==> config.mk <==
export PLATFORM = sky130hd
export DESIGN_NAME = recip_div_ctrl_flat
export DESIGN_NICKNAME = d
export VERILOG_FILES = /design/src/rtl/recip_pkg.sv /design/src/rtl/recip_div_ctrl_if.sv /design/src/rtl/fxp_mul_sat.sv /design/src/rtl/recip_div_ctrl.sv /design/src/flat_wrapper.sv
export SDC_FILE = /design/constraint.sdc
export NUM_CORES = 2
export LEC_CHECK = 0
export CORE_MARGIN = 2
export CORE_UTILIZATION = 50
export CTS_CLUSTER_SIZE = 25
export DETAILED_ROUTE_END_ITERATION = 12
export GPL_TIMING_DRIVEN = 0
export PLACE_DENSITY = 0.68
export SYNTH_ARGS = -nofsm -noshare
export SYNTH_HDL_FRONTEND = slang
export SYNTH_SLANG_ARGS = --single-unit
==> constraint.sdc <==
create_clock -name clk -period 11 [get_ports clk]
set_input_delay 2.2 -clock clk [delete_from_list [all_inputs] [get_ports clk]]
set_output_delay 2.2 -clock clk [all_outputs]
set_load 0.03 [all_outputs]
==> images/m3.png <==
Bar = 100 um.
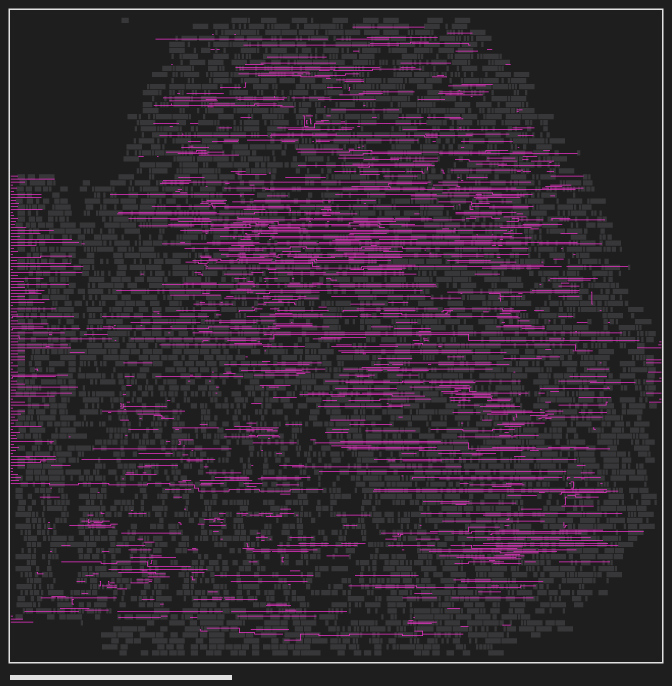
main direction: horizontal
wire length on this layer: 16500 um
nets with wire on the layer: 678
longest straight run: 194 um
met3 GRT Util: 0.09781
final WL: 149800 um
Vias: 35540

==> images/m2.png <==
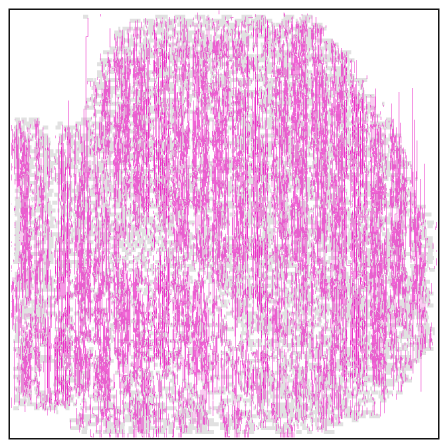
wire length on this layer: 65.7 mm
nets with wire on the layer: 5386
share of all routed wire: 44%
main direction: vertical
longest straight run: 128 um
grt met2 use: 0.5509

==> images/layers.png <==
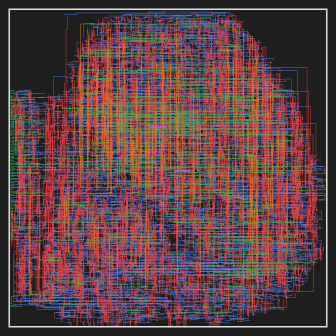
[M4] orange | wire length: 8480 um
[M3] green | wire length: 16500 um
[M5] purple | wire length: 26.4 um
[M2] red | wire length: 65.7 mm
[M1] blue | wire length: 59.0 mm
GRT Util Overall: 0.3561
Avg WL per Cell: 24.27 um

==> images/clock_wires.png <==
Bar = 100 um.
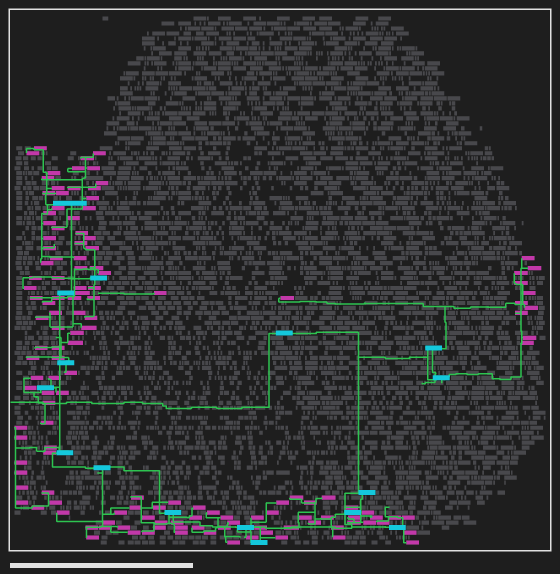
[clock wires] green | length: 2520 um
[flip-flops] magenta | count: 142
[clock-net drivers] cyan | count: 17
routed clock nets: 18
clk pwr: 0.642 mW
Latency at later pin: 490 ps
clock skew: 23.65 ps
clock power share: 0.228

==> impl_metrics.json <==
{
  "gp_congestion": 1.030,
  "final_cells": 6172,
  "area_leaders": "fa_1, ha_1, and2_1",
  "cp_slowest_cell": "dfxtp_1",
  "core_region_area_um2": 83560,
  "powerDensity_nw_per_um2": 60.82,
  "drive_gt1_frac": 0.06189,
  "drv_slew": 0,
  "route.detailed.drc": 0,
  "ctsHoldBuffers": 0,
  "top_cell_area_share": 0.4256,
  "clock_buffers": 18,
  "yosys_area_um2": 42140,
  "status": "finished clean",
  "ff2ff_path_depth": 31,
  "yosysMostFrequentCell": "inv_1",
  "postSynthSeqShare": 0.06745,
  "finalClockPeriodUsage": 0.9869,
  "first_global_vias": 36230,
  "placed_cells": 6129,
  "critPathMaxFanout": 10,
  "edf_count": 0,
  "comb_cells": 3535,
  "dr.max_layer_used": "met5",
  "die_x_um": 294.3,
  "max_stage_delay_ps": 600
}
==> repair_timing <==
item,in CTS,in global routing
cloned,0,0
pin swaps,0,6
endpoints found under the setup margin,32,32
setup buffers,1,10
resized,125,191
==> placed cells by master (no fill, tap or decap), types with 15 or more instances in the layout <==
master           count
a211oi_1            40
a21o_1              22
a21oi_1            171
a221o_1             34
and2_1             547
and3_1              18
and4_1              16
buf_2               27
clkbuf_1           107
clkbuf_16           17
clkbuf_2           131
clkdlybuf4s50_1    170
dfxtp_1            120
dfxtp_2             18
fa_1               895
ha_1               290
inv_1              909
nand2_1            715
nand2b_1            34
nand3_1             30
nand4_1             33
nor2_1             148
nor3_1              41
nor4_1              15
o211ai_1            17
o21a_1              15
o21ai_0             82
o21ai_1             25
o31ai_1             25
or3_1               22
xnor2_1             45
xor2_1              44
==> logic make-up after synthesis <==
kind of cell	after synthesis	share of synthesized area
flops	142	0.06745
mux	15	0.003682
simple gates	1694	0.2027
fa+ha+maj	1186	0.5117
buf+inv	1200	0.1088
xor+xnor	89	0.01850
compound gates	551	0.08711
==> power breakdown <==
| part | switching [mW] | total, mW | internal [mW] |
|---|---|---|---|
| registers | 0.0856 | 0.653 | 0.567 |
| logic | 1.02 | 1.53 | 0.505 |
| clock network | 0.289 | 0.642 | 0.353 |
| total | 1.39 | 2.82 | 1.43 |
==> worst max-delay path, delay by kind of cell (launching register included) <==
family	cells	cell delay, ps
AOI/OAI and AO/OA	8	2030
xor gates and xnor gates	1	150
adders and majority gates	9	4590
buffers and inverters	7	1260
DFF	1	600
and+or+nand+nor	6	2120
==> layer usage <==
metal  vias up  global-route usage
met5         -                   0
met4         4              0.1653
met3       352             0.09781
met2      1780              0.5509
met1     17950              0.4653
li1      15450                   -
Power figures rest on the tool's default switching activity, not on a simulated workload.
